**src/rtl/eth_rx_packer.sv**
```systemverilog
// ---------------------------------------------------------------------------
// eth_rx_packer
// Ethernet receive front end. Packs the received byte stream into 16-bit
// little-endian words and writes them into the receive buffer. Frame length
// and status are handed to firmware through an arm/done/ack handshake.
// Frames that arrive while the block is not armed are dropped and counted.
//
// Ports
//   eth_clk_i   : Ethernet receive clock (only clock)
//   eth_rstn_i  : asynchronous active-low reset
//   rx_dv_i     : frame envelope, high for the whole frame
//   rx_stb_i    : byte strobe, only meaningful while rx_dv_i=1
//   rx_dat_i    : received byte
//   rx_er_i     : receive error, sampled during the frame
//   arm_i       : pulse, buffer is free for the next frame
//   ack_i       : pulse, firmware has consumed the status
//   eth_adr_o   : buffer word address
//   eth_dat_o   : buffer write data {odd byte, even byte}
//   eth_we_o    : buffer write enable, one pulse per word
//   done_o      : frame complete, held until ack_i
//   len_o       : bytes stored for the last frame
//   ovf_o       : frame exceeded buffer capacity
//   err_o       : rx_er_i was seen during the frame
//   runt_o      : len_o < MINLEN
//   drop_o      : saturating count of dropped frames
// ---------------------------------------------------------------------------
module eth_rx_packer #(
  parameter int AW     = 10,
  parameter int MINLEN = 60
) (
  input  logic          eth_clk_i,
  input  logic          eth_rstn_i,
  input  logic          rx_dv_i,
  input  logic          rx_stb_i,
  input  logic [7:0]    rx_dat_i,
  input  logic          rx_er_i,
  input  logic          arm_i,
  input  logic          ack_i,
  output logic [AW-1:0] eth_adr_o,
  output logic [15:0]   eth_dat_o,
  output logic          eth_we_o,
  output logic          done_o,
  output logic [AW+1:0] len_o,
  output logic          ovf_o,
  output logic          err_o,
  output logic          runt_o,
  output logic [7:0]    drop_o
);

  localparam int            CAP_INT = 2 ** (AW + 1);
  localparam logic [AW+1:0] CAP     = CAP_INT[AW+1:0];
  localparam logic [AW+1:0] MINL    = MINLEN[AW+1:0];

  typedef enum logic [2:0] {
    S_IDLE, S_WAIT, S_RECV, S_FLUSH, S_DONE, S_DROP
  } state_t;

  state_t        r_state;
  state_t        w_next;

  logic          r_dvPrev;
  logic [AW+1:0] r_cnt;
  logic [AW-1:0] r_adr;
  logic [7:0]    r_latch;
  logic [AW-1:0] r_ethAdr;
  logic [15:0]   r_wdat;
  logic          r_we;
  logic          r_ovf;
  logic          r_err;
  logic          r_runt;
  logic [7:0]    r_drop;
  logic          r_armPend;

  logic          w_dvRise;
  logic          w_accept;
  logic          w_done;
  logic          w_enterWait;
  logic          w_countDrop;

  assign w_dvRise = rx_dv_i & ~r_dvPrev;

  // State register
  always_ff @(posedge eth_clk_i or negedge eth_rstn_i) begin
    if (!eth_rstn_i) r_state <= S_IDLE;
    else             r_state <= w_next;
  end

  // Next-state logic. In IDLE arm wins over a coincident frame start: that
  // frame began before WAIT, so it is neither captured nor counted.
  always_comb begin
    w_next = r_state;
    case (r_state)
      S_IDLE: begin
        if (arm_i)         w_next = S_WAIT;
        else if (w_dvRise) w_next = S_DROP;
      end
      S_WAIT:  if (w_dvRise) w_next = S_RECV;
      S_RECV:  if (!rx_dv_i) w_next = r_cnt[0] ? S_FLUSH : S_DONE;
      S_FLUSH: w_next = S_DONE;
      // A frame that started during DONE has already been counted; if it is
      // still running at ack time, sit it out in DROP without recounting.
      S_DONE:  if (ack_i) w_next = rx_dv_i ? S_DROP : S_IDLE;
      S_DROP:  if (!rx_dv_i) w_next = (r_armPend | arm_i) ? S_WAIT : S_IDLE;
      default: w_next = S_IDLE;
    endcase
  end

  // Output / qualifier logic
  always_comb begin
    w_done      = (r_state == S_DONE);
    w_accept    = (r_state == S_RECV) & rx_dv_i & rx_stb_i;
    w_enterWait = (w_next == S_WAIT) & (r_state != S_WAIT);
    w_countDrop = ((r_state == S_IDLE) & (w_next == S_DROP)) |
                  ((r_state == S_DONE) & w_dvRise);
  end

  // Datapath: byte packing, buffer write port, status and drop counter.
  // The address saturates at the last word so nothing is written past it.
  always_ff @(posedge eth_clk_i or negedge eth_rstn_i) begin
    if (!eth_rstn_i) begin
      r_dvPrev  <= 1'b0;
      r_cnt     <= '0;
      r_adr     <= '0;
      r_latch   <= '0;
      r_ethAdr  <= '0;
      r_wdat    <= '0;
      r_we      <= 1'b0;
      r_ovf     <= 1'b0;
      r_err     <= 1'b0;
      r_runt    <= 1'b0;
      r_drop    <= '0;
      r_armPend <= 1'b0;
    end else begin
      r_dvPrev <= rx_dv_i;
      r_we     <= 1'b0;

      if (w_enterWait) begin
        r_cnt  <= '0;
        r_adr  <= '0;
        r_ovf  <= 1'b0;
        r_err  <= 1'b0;
        r_runt <= 1'b0;
      end

      if (r_state == S_RECV) begin
        if (rx_dv_i && rx_er_i) r_err <= 1'b1;
        if (w_accept) begin
          if (r_cnt == CAP) begin
            r_ovf <= 1'b1;
          end else begin
            r_cnt <= r_cnt + 1'b1;
            if (!r_cnt[0]) begin
              r_latch <= rx_dat_i;
            end else begin
              r_wdat   <= {rx_dat_i, r_latch};
              r_ethAdr <= r_adr;
              r_we     <= 1'b1;
              if (r_adr != {AW{1'b1}}) r_adr <= r_adr + 1'b1;
            end
          end
        end
      end

      if (r_state == S_FLUSH) begin
        r_wdat   <= {8'h00, r_latch};
        r_ethAdr <= r_adr;
        r_we     <= 1'b1;
      end

      if ((w_next == S_DONE) && (r_state != S_DONE)) r_runt <= (r_cnt < MINL);

      if (w_countDrop && (r_drop != 8'hFF)) r_drop <= r_drop + 1'b1;

      // Remember an arm that arrives while a dropped frame is still running
      if (r_state == S_DROP) begin
        if (w_next != S_DROP) r_armPend <= 1'b0;
        else if (arm_i)       r_armPend <= 1'b1;
      end
    end
  end

  assign eth_adr_o = r_ethAdr;
  assign eth_dat_o = r_wdat;
  assign eth_we_o  = r_we;
  assign done_o    = w_done;
  assign len_o     = r_cnt;
  assign ovf_o     = r_ovf;
  assign err_o     = r_err;
  assign runt_o    = r_runt;
  assign drop_o    = r_drop;

endmodule

```
**config.mk**
```make
export PLATFORM = sky130hd
export DESIGN_NAME = eth_rx_packer
export DESIGN_NICKNAME = d
export VERILOG_FILES = /design/src/rtl/eth_rx_packer.sv
export SDC_FILE = /design/constraint.sdc
export NUM_CORES = 1
export LEC_CHECK = 0
export ABC_CLOCK_PERIOD_IN_PS = 2600
export CAP_MARGIN = 40
export CORE_MARGIN = 4
export CORE_UTILIZATION = 55
export CTS_BUF_LIST = sky130_fd_sc_hd__clkbuf_8
export DETAILED_ROUTE_END_ITERATION = 6
export DONT_BUFFER_PORTS = 1
export PLACE_DENSITY = 0.84
export SLEW_MARGIN = 20
export SYNTH_ARGS = -nofsm -noshare
export SYNTH_HDL_FRONTEND = slang
export SYNTH_SLANG_ARGS = --single-unit
export TNS_END_PERCENT = 10
```
**constraint.sdc**
```tcl
create_clock -name eth_clk_i -period 2.6 [get_ports eth_clk_i]
set_clock_uncertainty 0.2 [all_clocks]
set_input_delay 0.78 -clock eth_clk_i [delete_from_list [all_inputs] [get_ports eth_clk_i]]
set_output_delay 0.78 -clock eth_clk_i [all_outputs]
set_load 0.005 [all_outputs]
```
==> flow_summary.toml <==
# yosys + openroad results
[run_status]
result_of_the_run = "finished, violations left"
failed_checks = "hold timing"

[logic_synthesis]
postSynthAreaPerCell_sq_um = 11.13
synth_warnings = 0
seq_area_frac_synth = 0.5327
syn-cell-area_sq_um = 3430
top_logic_kind = "simple AND/OR/NAND/NOR gates"
synth.ff_latch_count = 73
mux_area_frac = 0.09522
yosys.area_share.aoi = 0.1047
synth_top_area_share = 0.5327
edf_count = 0
post_synth_num_cell_types = 58
ys_area_sq_um = 3430
synth-adder-area-share = 0.01459
synth.area.top_cells = "dfrtp_1 53%, mux2_1 5.6%, mux2_4 3.9%"
prevailing_post_synth_register_cell = "dfrtp_1"
synth_nets = 327
post_synth_inst_count = 308
simple_gate_area_frac = 0.1828
ys_async_rst_share = 1.000
post_synthesis_cell_type_with_the_largest_combined_area = "dfrtp_1"
synth_xor_xnor_area_share = 0.04086
synth-cells-yosys = 308

[clock_network]
clk_root_buffer_cell = "clkbuf_8"
clkSinkCount = 73
tritoncts = "built"
number_of_buffers_on_the_longest_clock_path = 2
tritoncts.num_buffers = 9
worst_path_clk_slew_ns = 0.09
number_of_levels_the_h_tree_was_split_into = 3

[critical_path]
r2r_cells = 8
cp-end-kind = "register"
required_time_reported_for_the_critical_path_endpoint_ns = 2.62
worst_setup_path_start_kind = "register"
path_max_fanout = 19
arrival_ns = 2.41
rrSetupSlack_ns = 0.21
regToRegEndpoint = "eth_adr_o[1]"
worst_r2r_startpoint = "len_o[1]"

[routing]
post_drt_via_cell_ratio = 6.168
detail_route.wl_per_cell_um = 18.46
residual_drc = 0
drt-initial-drc-count = 165
count_of_tritonroute_iterations_in_the_first_routing_pass = 4

[power_and_ir_drop]
power.static_leakage_nw = 1.719
power.density_nw_per_um2 = 797.7
maximum_ir_drop_on_the_vdd_rail_uv = 649.5

[job]
number_of_warning_messages_in_the_logs = 29
cap_violations = 0

[global_route]
pin_count_of_the_biggest_net_entering_global_routing = 74
antenna_found_initial = 0
residual_overflow_from_global_routing = 0
first_global_vias = 2513
wire_length_of_the_first_global_routing_pass_mm = 12.56

[cells_and_area]
proportion_of_layout_cells_with_a_drive_suffix_above_1 = 0.1446
area_growth_pct = 9.376
layout_top_cells = "73 x dfrtp_1, 33 x nand2_1, 22 x nor2_1"
antenna-diode-count = 0
nets = 339
finish.utilization = 0.6261
final_layout_top_logic_cell = "dfrtp_1"

[place]
place_congestion = 0.8450
port_buffers = 0
detailed_place_hpwl_mm = 5.308

[timing]
fin_hold_ws_ns = -0.08401
fmax_mhz = 418.1
least_setup_slack_across_all_paths_after_layout_ns = 0.2082
timing.final.hold_violations = 73
setup-violations-final = 0
grt_setup_unrepaired = "false"
min_period_ns = 2.392
final_min_period_over_clock_period = 0.9199
maxSlewViolCount = 0
final.setup.tns_ns = 0
relSlewSlack = 0.6210

[floorplanning]
design.portCount = 66
fp.coreArea_sq_um = 5991
die_width_um = 86.97
initCoreUtil = 0.5725
fp.dieH_um = 86.97
die_area_sq_um = 7563
floorplan.rows = 28

[min_path]
hold_class = "primary input to asynchronous set/reset pin"
==> how the worst max path moves through the flow <==
stage | from | endpoint | slack [ns] | depth (start not counted)
2_1_floorplan | len_o[0] | eth_adr_o[9] | 0.03 | 11
3_3_place_gp | rx_dv_i | r_latch[7] | 0.19 | 6
3_5_place_dp | rx_dv_i | r_latch[1] | 0.15 | 6
4_1_cts | len_o[1] | eth_adr_o[1] | 0.21 | 8
5_1_grt | len_o[0] | eth_adr_o[1] | 0.11 | 8
6_report | len_o[1] | eth_adr_o[1] | 0.21 | 8
==> where the power goes <==
group / switching [mW] / total, mW / internal [mW]
Combinational: 0.368 / 0.704 / 0.335
Clock: 0.464 / 0.826 / 0.362
Sequential: 0.160 / 1.46 / 1.30
==> critical path, stage by stage (launching register included) <==
cell      delay (ns)
dfrtp_1         0.39
inv_1           0.07
ha_1            0.15
and4bb_1        0.22
and4_1          0.36
nor2_2          0.09
or2_1           0.28
buf_12          0.18
mux2_1          0.32
==> stage by stage <==
stage / instances / total power, mW / instance area [sq um]
floorplan: 308 / 1.969 / 3430
global placement: 384 / 2.149 / 3567
detailed placement: 384 / 2.190 / 3567
CTS: 400 / 3.022 / 3751
global route: 400 / 3.160 / 3751
finish: 400 / 2.992 / 3751
==> layer usage <==
metal / GRT usage / part of all wire / vias up
li1: - / - / 1148
met1: 0.2695 / 0.41 / 1241
met2: 0.3451 / 0.51 / 65
met3: 0.05203 / 0.055 / 13
met4: 0.1006 / 0.022 / 0
met5: 0 / 0 / -
==> flip-flops by register name (all words and copies together), names as in the netlist, 3 cells and up <==
| signal | count |
|---|---|
| eth_adr_o | 10 |
| r_state | 3 |
| drop_o | 8 |
| eth_dat_o | 16 |
| r_adr | 10 |
| r_latch | 8 |
| len_o | 12 |
==> kinds of logic (layout without fill, tap and decap cells) <==
| family | count (synthesis) | in the layout |
|---|---|---|
| flops | 73 | 73 |
| fa+ha+maj | 4 | 4 |
| simple gates | 120 | 120 |
| xor+xnor | 16 | 16 |
| buf+inv | 20 | 37 |
| compound gates | 49 | 49 |
| mux | 26 | 26 |
==> cell type report <==
type | instances | area [sq um]
inverters | 7 | 26.28
clock inverters | 7 | 60.06
repair buffers | 14 | 117.6
multi-input cells | 215 | 1503
well taps | 75 | 93.84
clock buffers | 9 | 123.9
flip-flops and latches | 73 | 1827
fillers | 471 | 2240
==> cell usage after synthesis (5+ instances only) <==
cell,number
a21oi_1,11
clkbuf_1,5
nand4_1,7
nand3_1,19
nand2_1,33
mux2_4,9
buf_2,5
xor2_1,6
mux2_1,17
o31ai_1,5
inv_1,6
dfrtp_1,73
nor3_1,5
and3_1,5
nor2_1,22
xnor2_1,10
==> what timing repair did <==
action,4_1_cts,5_1_grt
buffers inserted,0,0
gates resized,0,0
endpoints found under the hold margin,73,73
**The metal 1 layer**

Bar = 20 um. Supply wires on this layer in grey.
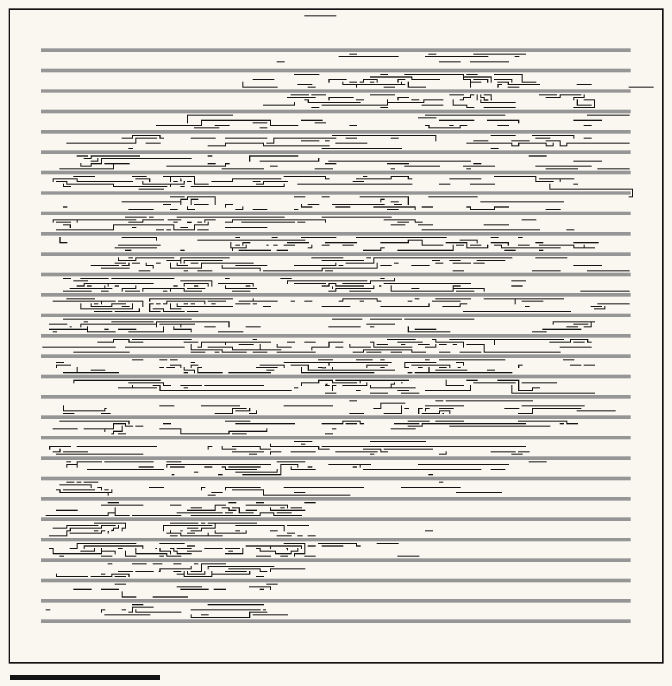
The longest straight run is 27.1 um. The wires run mostly horizontal.
fraction of met1 tracks used by global routing: 0.2695
detailed-route via count: 2467
final wirelength: 7.383 mm

**Met2 routing**

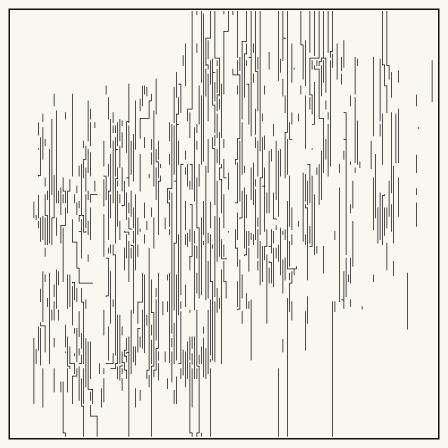
The layer carries 3770 um of wire. The layer holds 51% of the routed length. The longest straight run is 29.9 um. 302 nets have wire on it. The wires run mostly vertical.
global-route met2 utilization: 0.3451

Power is estimated from default activity; no workload was simulated.
